**Run 1: PDN straps and rails**

Pins as bars on the die edge. Tap cells in gray.
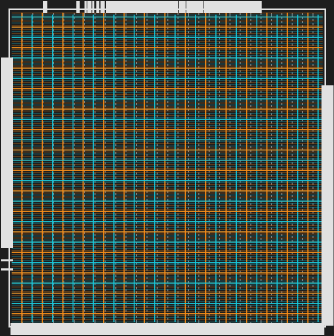
**Run 1: cells colored by class**

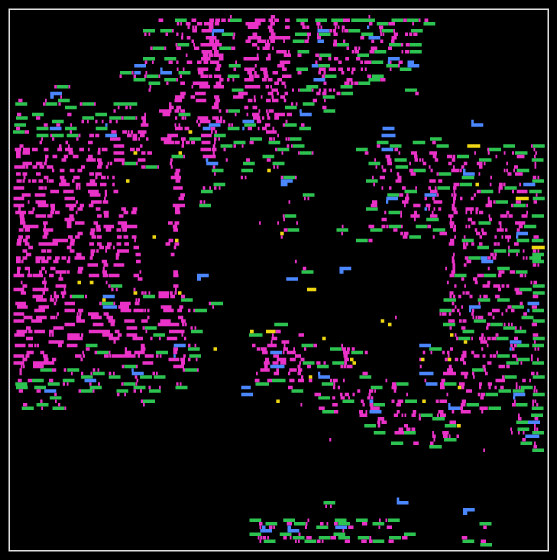
**Run 1: clock distribution**

Scale bar: 100 um.
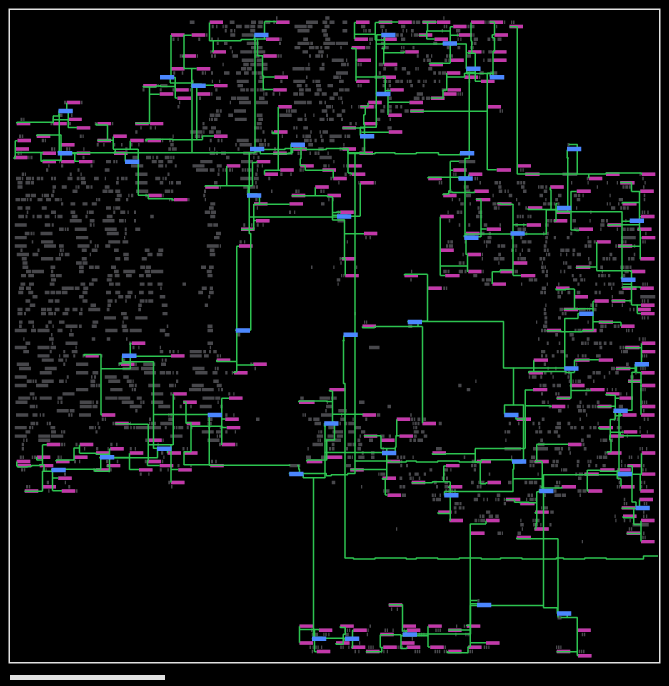
$ cat config.mk
export PLATFORM = sky130hd
export DESIGN_NAME = bw_fetch_group_unit
export DESIGN_NICKNAME = d
export VERILOG_FILES = /design/src/rtl/rfBlackWidowPkg.sv /design/src/rtl/bw_fetch_lane_mask.sv /design/src/rtl/bw_fetch_group_unit.sv
export SDC_FILE = /design/constraint.sdc
export NUM_CORES = 1
export LEC_CHECK = 0
export CAP_MARGIN = 20
export CORE_AREA = 2 2 416 418
export DETAILED_ROUTE_END_ITERATION = 12
export DIE_AREA = 0 0 418 420
export DONT_BUFFER_PORTS = 1
export PLACE_DENSITY = 0.3
export SYNTH_ARGS = -nofsm -noshare
export SYNTH_HDL_FRONTEND = slang
export SYNTH_SLANG_ARGS = --single-unit
export TNS_END_PERCENT = 10
$ cat constraint.sdc
create_clock -name clk_i -period 9.3 [get_ports clk_i]
set_input_delay 0.93 -clock clk_i [delete_from_list [all_inputs] [get_ports clk_i]]
set_output_delay 0.93 -clock clk_i [all_outputs]
set_load 0.02 [all_outputs]
$ cat src/rtl/rfBlackWidowPkg.sv
// Shared types and default configuration for the BlackWidow fetch group unit.
package rfBlackWidowPkg;
    localparam int LANES_D     = 3;
    localparam int INSN_BITS_D = 40;
    localparam int IP_BITS_D   = 80;
    localparam int OFS_BITS_D  = 4;
    localparam int LINE_BITS_D = 672;
    localparam int BR_BIT_D    = 7;
    localparam logic [IP_BITS_D-1:0] RESET_IP_D = 80'h00FFFFFFFFFFFFFD0000;
    localparam int INSN_BYTES  = INSN_BITS_D / 8;

    typedef enum logic [1:0] {IDLE, RUN, MISS} fetch_state_t;

    typedef struct packed {
        logic [LANES_D-1:0][INSN_BITS_D-1:0] insn;
        logic [LANES_D-1:0]                  lane_v;
        logic [IP_BITS_D-1:0]                ip;
    } FetchGroup;
endpackage

$ cat src/rtl/bw_fetch_lane_mask.sv
// Combinational lane extraction from an I-cache line: window at the byte offset,
// width clamp, stop-after-branch mask and the byte count the IP advances by.
module bw_fetch_lane_mask #(
    parameter int LANES     = 3,
    parameter int INSN_BITS = 40,
    parameter int OFS_BITS  = 4,
    parameter int LINE_BITS = 672,
    parameter int BR_BIT    = 7,
    parameter int ADV_W     = 16
) (
    input  logic [LINE_BITS-1:0]             i_line,
    input  logic [OFS_BITS-1:0]              i_ofs,
    input  logic [3:0]                       i_width,
    output logic [LANES-1:0][INSN_BITS-1:0]  o_insn,
    output logic [LANES-1:0]                 o_lane_v,
    output logic [ADV_W-1:0]                 o_adv
);
    localparam int GW = LANES * INSN_BITS;
    localparam logic [3:0] LANES4 = 4'(LANES);

    logic [GW-1:0] w_win;
    logic [3:0]    w_w;
    logic [3:0]    w_cnt;
    logic          w_stop;

    assign w_win  = GW'(i_line >> {i_ofs, 3'b000});
    assign o_insn = w_win;

    // width 0 still issues one instruction so fetch always makes progress
    assign w_w = (i_width == 4'd0)  ? 4'd1 :
                 (i_width > LANES4) ? LANES4 : i_width;

    always_comb begin
        w_stop   = 1'b0;
        w_cnt    = 4'd0;
        o_lane_v = '0;
        for (int k = 0; k < LANES; k++) begin
            if (!w_stop && (4'(k) < w_w)) begin
                o_lane_v[k] = 1'b1;
                w_cnt       = w_cnt + 4'd1;
                w_stop      = o_insn[k][BR_BIT];
            end
        end
    end

    assign o_adv = ADV_W'(w_cnt) * ADV_W'(INSN_BITS / 8);
endmodule

$ cat src/rtl/bw_fetch_group_unit.sv
// Multi-lane fetch stage: IP/FSM, miss counter and the valid/ready group register
// feeding decode.
module bw_fetch_group_unit import rfBlackWidowPkg::*; #(
    parameter int LANES     = LANES_D,
    parameter int INSN_BITS = INSN_BITS_D,
    parameter int IP_BITS   = IP_BITS_D,
    parameter int OFS_BITS  = OFS_BITS_D,
    parameter int LINE_BITS = LINE_BITS_D,
    parameter int BR_BIT    = BR_BIT_D,
    parameter logic [IP_BITS-1:0] RESET_IP = RESET_IP_D
) (
    input  logic                       clk_i,
    input  logic                       rst_i,
    output logic [IP_BITS-1:0]         ic_adr_o,
    output logic                       ic_req_o,
    input  logic                       ic_hit_i,
    input  logic [LINE_BITS-1:0]       ic_line_i,
    input  logic [3:0]                 width_i,
    input  logic                       redirect_i,
    input  logic [IP_BITS-1:0]         redirect_ip_i,
    output logic                       grp_valid_o,
    input  logic                       grp_ready_i,
    output logic [LANES*INSN_BITS-1:0] grp_insn_o,
    output logic [LANES-1:0]           grp_lane_v_o,
    output logic [IP_BITS-1:0]         grp_ip_o,
    output logic [31:0]                miss_cnt_o
);
    localparam int ADV_W = 16;

    fetch_state_t                  r_state;
    logic [IP_BITS-1:0]            r_ip;
    logic                          r_vld;
    logic [LANES-1:0][INSN_BITS-1:0] r_insn;
    logic [LANES-1:0]              r_lane_v;
    logic [IP_BITS-1:0]            r_gip;
    logic [31:0]                   r_miss;

    logic [LANES-1:0][INSN_BITS-1:0] w_insn;
    logic [LANES-1:0]              w_lane_v;
    logic [ADV_W-1:0]              w_adv;
    logic                          w_can;
    logic                          w_ld;

    bw_fetch_lane_mask #(
        .LANES(LANES), .INSN_BITS(INSN_BITS), .OFS_BITS(OFS_BITS),
        .LINE_BITS(LINE_BITS), .BR_BIT(BR_BIT), .ADV_W(ADV_W)
    ) u_mask (
        .i_line   (ic_line_i),
        .i_ofs    (r_ip[OFS_BITS-1:0]),
        .i_width  (width_i),
        .o_insn   (w_insn),
        .o_lane_v (w_lane_v),
        .o_adv    (w_adv)
    );

    assign w_can = ~r_vld | grp_ready_i;
    assign w_ld  = ic_hit_i & w_can & ~redirect_i & (r_state != IDLE);

    always_ff @(posedge clk_i or negedge rst_i) begin
        if (!rst_i) begin
            r_state  <= IDLE;
            r_ip     <= RESET_IP;
            r_vld    <= 1'b0;
            r_insn   <= '0;
            r_lane_v <= '0;
            r_gip    <= '0;
            r_miss   <= '0;
        end else begin
            // redirect wins over any hit or transfer in the same cycle
            if (redirect_i && r_state != IDLE) begin
                r_ip     <= redirect_ip_i;
                r_vld    <= 1'b0;
                r_lane_v <= '0;
                r_state  <= RUN;
            end else begin
                if (w_ld) begin
                    r_insn   <= w_insn;
                    r_lane_v <= w_lane_v;
                    r_gip    <= r_ip;
                    r_vld    <= 1'b1;
                    r_ip     <= r_ip + IP_BITS'(w_adv);
                end else if (grp_ready_i) begin
                    r_vld    <= 1'b0;
                    r_lane_v <= '0;
                end
                case (r_state)
                    IDLE:    r_state <= RUN;
                    RUN:     if (!ic_hit_i && w_can) r_state <= MISS;
                    MISS:    if (ic_hit_i) r_state <= RUN;
                    default: r_state <= IDLE;
                endcase
            end
            if (r_state == MISS && r_miss != '1)
                r_miss <= r_miss + 32'd1;
        end
    end

    assign ic_adr_o     = r_ip;
    assign ic_req_o     = (r_state != IDLE);
    assign grp_valid_o  = r_vld;
    assign grp_insn_o   = r_insn;
    assign grp_lane_v_o = r_lane_v;
    assign grp_ip_o     = r_gip;
    assign miss_cnt_o   = r_miss;
endmodule

==> results.toml, run 1 <==
# flow metrics
[status]
result_of_the_run = "finished clean"

[yosys]
synth_sequential_area_ratio_pct = 35.4
number_of_flops_mapped_to_enable_cells_by_yosys = 0
synth.logic.top_family = "multiplexers"

[critical_path]
critPathMaxFanout = 35
crit-reg2reg-launch = "ic_adr_o[1]"
critical_path_buf_inv_count = 0
rrSetupSlack_ns = 2.04
worst-setup-path-type = "register to register"
timing.critical_path.cells = "mux4_2, a211oi_1, o32a_1, fa_1, ha_1, fa_1, ha_1, nor2b_1, o31a_1, or2_2, nand4_1, nor4_1, mux2_1"
reg2reg_to = "ic_adr_o[65]"
worst_path_arrival_ns = 7.82

[global_routing]
grt_pass1_wl_um = 183000
globalRouteMet2Util_pct = 30.4
use_met1_pct = 13.1

[layout]
multi_input_comb_cells = 1890
layout.filler_cells = 19200
mi_logic_area_sq_um = 13800
num-nonclk-inverters = 15
fraction_of_area_in_clock_buffers_and_inverters_pct = 6.24
n_clock_buffer = 68
top_area_cell_class = "logic gates"
layout-drive-gt1-share_pct = 16.3
flip_flop_count_of_the_largest_register_all_copies_and_words_added = 120

[final_timing]
drv_slew = 0
maxClockFrequency_mhz = 138
timing.max_slew.rel_slack_pct = 30.8

[clocking]
sink_count_of_the_clock_tree = 318
cts_hold_buf = 1
ctsResizeCount = 0
post_cts.repair.setup_buffers = 0

[detailed_routing]
via_count = 18900
routedWlPerCell_um = 30.1
antenna_left = 0
wl_met3_um = 14000

[floorplanning]
tapcell.inserted = 2233
dieArea_sq_um = 176000

[power_and_ir_drop]
power.combinational.fraction_pct = 45.0
p_seq_w = 0.00328

[flow_run]
drv.max_cap_violation_count = 0
About 'PDN straps and rails':
VSS -> orange
VDD -> cyan
rows = 152
met5 straps = 30
signal pins = 1078
tap cells = 2233
met4 straps = 30
core area: 171000 sq um
DIE HEIGHT: 420 um
worst IR drop on VDD: 0.000198 V
Die W: 418 um

About 'cells colored by class':
remaining buffers and delay cells -> yellow  # cells 35
clock drivers and dummy loads -> blue  # cells 92
combinational and other logic -> magenta  # cells 1905
sequential cells -> green  # cells 318
standard-cell row count: 152
sequential fraction of total cell area: 30.0%
Design Area, Final: 26800 sq um
final core occ: 15.7%

About 'clock distribution':
clock drivers -> blue  # count 50
flip-flops -> magenta  # count 318
clock wires -> green  # length 8150 um
routed clock nets = 51
flops lie = spread over the die
insertion delay at the late pin of the worst-skew pair: 0.67 ns
Max Clock Skew: 0.0401 ns
relative contribution of the clock network to total power: 21.0%
Clk. pwr: 0.00202 W

--- run 2 (diff from run 1) ---
Clock period 9.3 ns to 6.2 ns, I/O delays scaled along.
**Run 2: cells colored by class**

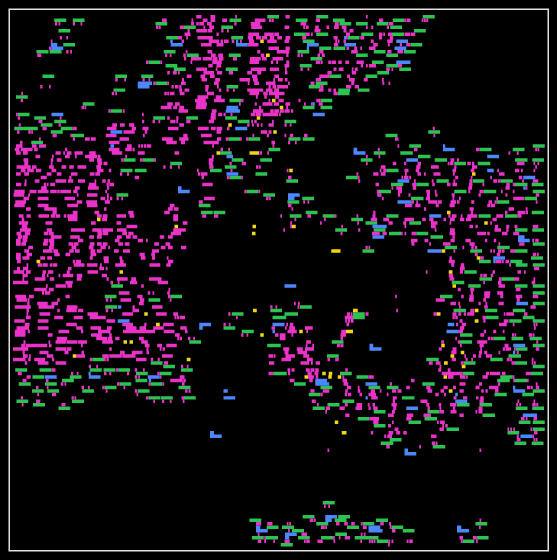
remaining buffers and delay cells -> yellow  # cells 54
sequential cells -> green  # cells 318
combinational and other logic -> magenta  # cells 1905
clock drivers and dummy loads -> blue  # cells 94
final core occ: 15.8%
sequential fraction of total cell area: 29.8%
Design Area, Final: 27000 sq um

**Run 2: PDN straps and rails**

Pins as bars on the die edge. Tap cells in gray.
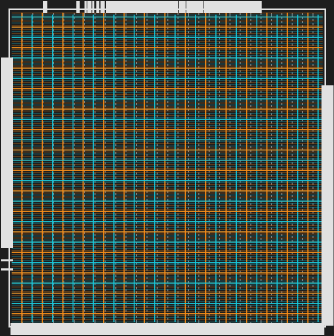
VSS -> orange
VDD -> cyan
tap cells = 2233
met5 straps = 30
rows = 152
signal pins = 1078
worst IR drop on VDD: 0.000250 V

**Run 2: clock distribution**

Scale bar: 100 um.
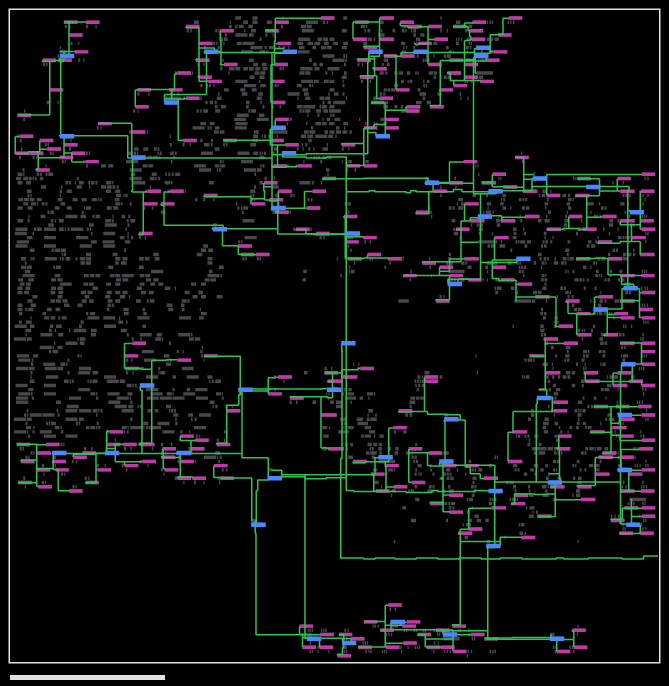
clock wires -> green  # length 8140 um
flip-flops -> magenta  # count 318
clock drivers -> blue  # count 51
flops lie = spread over the die
relative contribution of the clock network to total power: 22.0%
insertion delay at the late pin of the worst-skew pair: 0.65 ns
Max Clock Skew: 0.0182 ns

==> run 2 against run 1 <==
  * Critical path type unchanged
  * Largest power group unchanged
  * Core utilization grew 0.13 points
  * Synthesized cell count is the same
  * Via count grew 0.35%
  * The flow now finishes with violations (hold timing)
==> results.toml, run 2 <==
# flow metrics
[status]
result_of_the_run = "finished, violations left"
failing_checks = "hold timing"

[flow_run]
drv.max_cap_violation_count = 0
number_of_warning_messages_in_the_logs = 475

[clocking]
cts_hold_buf = 2
ctsResizeCount = 0
cts-buffers-inserted = 51
post_cts.repair.setup_buffers = 0
sink_count_of_the_clock_tree = 318
clock-root-buffer = "clkbuf_16"

[layout]
flip_flop_count_of_the_largest_register_all_copies_and_words_added = 120
final_cell_count_no_fill = 4624
top_area_cell_class = "logic gates"
layout.buffer.nonclock.area_share_pct = 1.61
layout.nets = 3107
fraction_of_area_in_clock_buffers_and_inverters_pct = 6.69
layout-drive-gt1-share_pct = 17.2
n_clock_buffer = 65
mi_logic_area_sq_um = 13800
layout_top_cells_excl_fill_tap = "nand2_1 (528), mux2i_1 (283), dfrtp_1 (259)"
layout.filler_cells = 19200
multi_input_comb_cells = 1890
num-nonclk-inverters = 15
layout.area.seq_sq_um = 8040
n_all_buffers = 54

[power_and_ir_drop]
power_clock_w = 0.00323
seq_power_share_pct = 32.9
power_switching_share_pct = 49.1
fin_total_pwr_w = 0.0147
p_seq_w = 0.00483
p_per_area_nw_per_um2 = 543
power.combinational.fraction_pct = 45.0

[critical_path]
largest_stage_delay_worst_path_ns = 0.61
worst_path_arrival_ns = 6.32
reg2reg_to = "ic_adr_o[53]"
critPathMaxFanout = 15
crit-reg2reg-launch = "ic_adr_o[1]"
rrSetupSlack_ns = 0.45
crit_startpoint = "ic_adr_o[1]"
critical_path_buf_inv_count = 3
path_length_in_cells_of_the_critical_path = 18
worst-setup-path-type = "register to register"
timing.critical_path.cells = "buf_4, mux2i_1, mux2_2, o21ai_0, nor2b_1, buf_4, o32a_1, buf_4, fa_1, ha_1, fa_1, ha_1, nor2b_1, o31a_1, o2111ai_1, or3_1, or4_1, nand3_1"

[final_timing]
drv_slew = 0
timing.max_slew.rel_slack_pct = 27.1
final.hold.worst_slack_ns = -0.322
maxClockFrequency_mhz = 174
final-hold-violation-count = 284
finalSetupTns_ns = 0
period_minus_slack_ns = 5.75
timing_worst_slew_pin_value_ns = 1.08
finalWorstSetupSlack_ns = 0.454

[placement]
postPlaceCellArea_sq_um = 25100
place.port_buffers = 0
placedCellCount = 4508

[detailed_routing]
antenna_left = 0
via_count = 19000
remaining_drc_errors = 0
routedWlPerCell_um = 29.9
wl_met3_um = 14000
route.met2.wl_um = 79000
detail_route.iter0.violations = 993
drt-pass1-iter-count = 5

[floorplanning]
core_util_floorplan_pct = 13.3
core_sq_um = 171000
tapcell.inserted = 2233
die.size.x_um = 418
core.rowCount = 152
die_y_um = 420
dieArea_sq_um = 176000

[yosys]
top_cells_by_area_in_the_synthesized_netlist = "dfrtp_1 (29%), mux4_2 (13%), mux2i_1 (12%)"
number_of_flops_mapped_to_enable_cells_by_yosys = 0
synth_sequential_area_ratio_pct = 35.4
synth.cell_area_sq_um = 22700
yosys_cells = 2418
ys_area_sq_um = 22700
synth.logic.top_family = "multiplexers"
largest_area_cell = "dfrtp_1"

[global_routing]
groute.layer.met3.usage_pct = 6.90
globalRouteMet2Util_pct = 30.8
grt_pass1_wl_um = 183000
grt.total_usage_pct = 15.3
use_met1_pct = 13.2
grt_max_degree = 319
antenna_found_initial = 56
global_route.overflow_total = 0
--- run 3 (diff from run 2) ---
Settings changed: ABC_AREA set to 1, CORE_AREA 2 2 416 418 to 2 2 425 427, DIE_AREA 0 0 418 420 to 0 0 427 429.
**Run 3: cells colored by class**

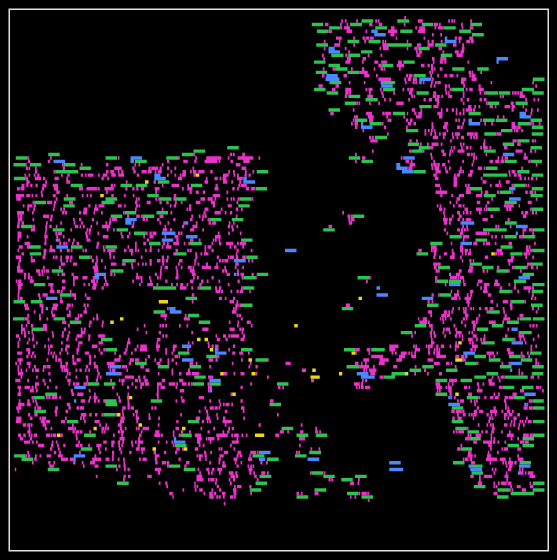
combinational and other logic -> magenta  # cells 3203
remaining buffers and delay cells -> yellow  # cells 34
sequential cells -> green  # cells 318
clock drivers and dummy loads -> blue  # cells 96
final core occ: 15.5%
sequential fraction of total cell area: 29.1%
Design Area, Final: 27600 sq um

**Run 3: clock distribution**

Scale bar: 100 um.
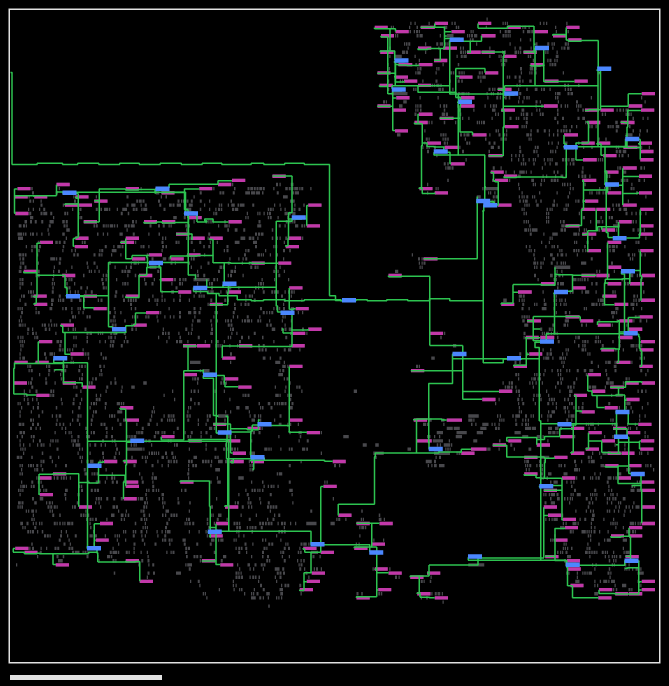
clock drivers -> blue  # count 51
clock wires -> green  # length 8290 um
flip-flops -> magenta  # count 318
flops lie = spread over the die
routed clock nets = 52
relative contribution of the clock network to total power: 19.0%
Max Clock Skew: 0.0401 ns
Clk. pwr: 0.00316 W

**Run 3: PDN straps and rails**

Pins as bars on the die edge. Tap cells in gray.
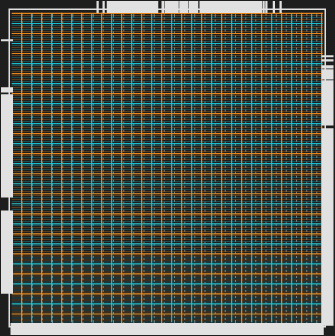
VDD -> cyan
VSS -> orange
tap cells = 2355
met1 rails = 156
worst IR drop on VDD: 0.000228 V
Die W: 427 um
core area: 178000 sq um
DIE HEIGHT: 429 um

==> run 3 against run 2 <==
  * Global-route usage rose by 2.0 points
  * Critical path depth grew 5
  * Cell area increased by 2.2%
  * Combinational power grew 12%
  * Power rose by 14%
  * Clock skew increased by 0.022 ns
  * Synthesized cell count rose by 55%
  * Non-clock buffer count decreased by 20
  * Highest routed layer unchanged
  * The flow still finishes with violations (hold timing)
==> results.toml, run 3 <==
# flow metrics
[final_timing]
timing.max_slew.rel_slack_pct = 32.4
final.hold.worst_slack_ns = -0.326
final-hold-violation-count = 263
finalSetupTns_ns = 0

[detailed_routing]
remaining_drc_errors = 0
drt-pass1-iter-count = 5
routedWlPerCell_um = 27.0
detail_route.iter0.violations = 1554

[clocking]
sink_count_of_the_clock_tree = 318
clock-root-buffer = "clkbuf_16"

[flow_run]
number_of_warning_messages_in_the_logs = 472

[yosys]
synth.cell_area_sq_um = 23600
yosys_cells = 3745
ys_area_sq_um = 23600
synth_sequential_area_ratio_pct = 34.0
largest_area_cell = "dfrtp_1"
top_cells_by_area_in_the_synthesized_netlist = "dfrtp_1 (28%), nand2_1 (24%), nand3_1 (7.6%)"

[layout]
layout.buffer.nonclock.area_share_pct = 1.06
num-nonclk-inverters = 196
flip_flop_count_of_the_largest_register_all_copies_and_words_added = 120
top_area_cell_class = "logic gates"
n_all_buffers = 34
fraction_of_area_in_clock_buffers_and_inverters_pct = 6.43
multi_input_comb_cells = 3007
layout-drive-gt1-share_pct = 6.66
layout_top_cells_excl_fill_tap = "nand2_1 (1498), nand3_1 (358), nor2_1 (328)"

[power_and_ir_drop]
p_per_area_nw_per_um2 = 603
power.combinational.fraction_pct = 44.4

[critical_path]
crit_startpoint = "ic_adr_o[0]"
largest_stage_delay_worst_path_ns = 0.77
worst_path_arrival_ns = 6.22
worst-setup-path-type = "register to register"

[global_routing]
use_met1_pct = 19.0
grt_pass1_wl_um = 221000
grt_max_degree = 319

[status]
result_of_the_run = "finished, violations left"
failing_checks = "hold timing"

[floorplanning]
core_util_floorplan_pct = 13.3
tapcell.inserted = 2355
core.rowCount = 155

[placement]
place.port_buffers = 0

==> notes/layouts.md <==
Pictures saved along the way, in no particular order.

Signal wires by layer.
Scale bar: 100 um.
panel A
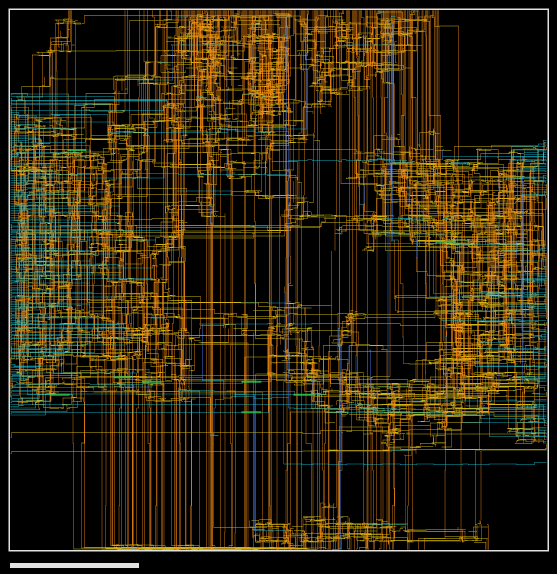
panel B
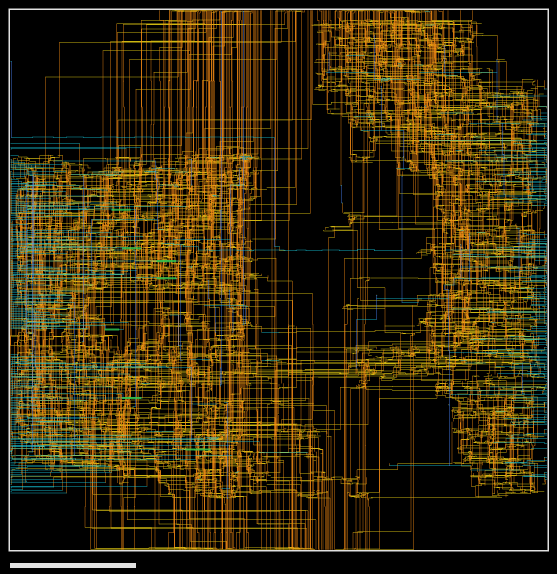
run 3: panel B
run 2: panel A

Key to panel A:
metal 4 -> blue  # wire length 3900 um
metal 1 -> yellow  # wire length 41.2 mm
metal 2 -> orange  # wire length 79.0 mm
metal 3 -> cyan  # wire length 14000 um
metal 5 -> green  # wire length 110 um

Power figures rest on the tool's default switching activity, not on a simulated workload.
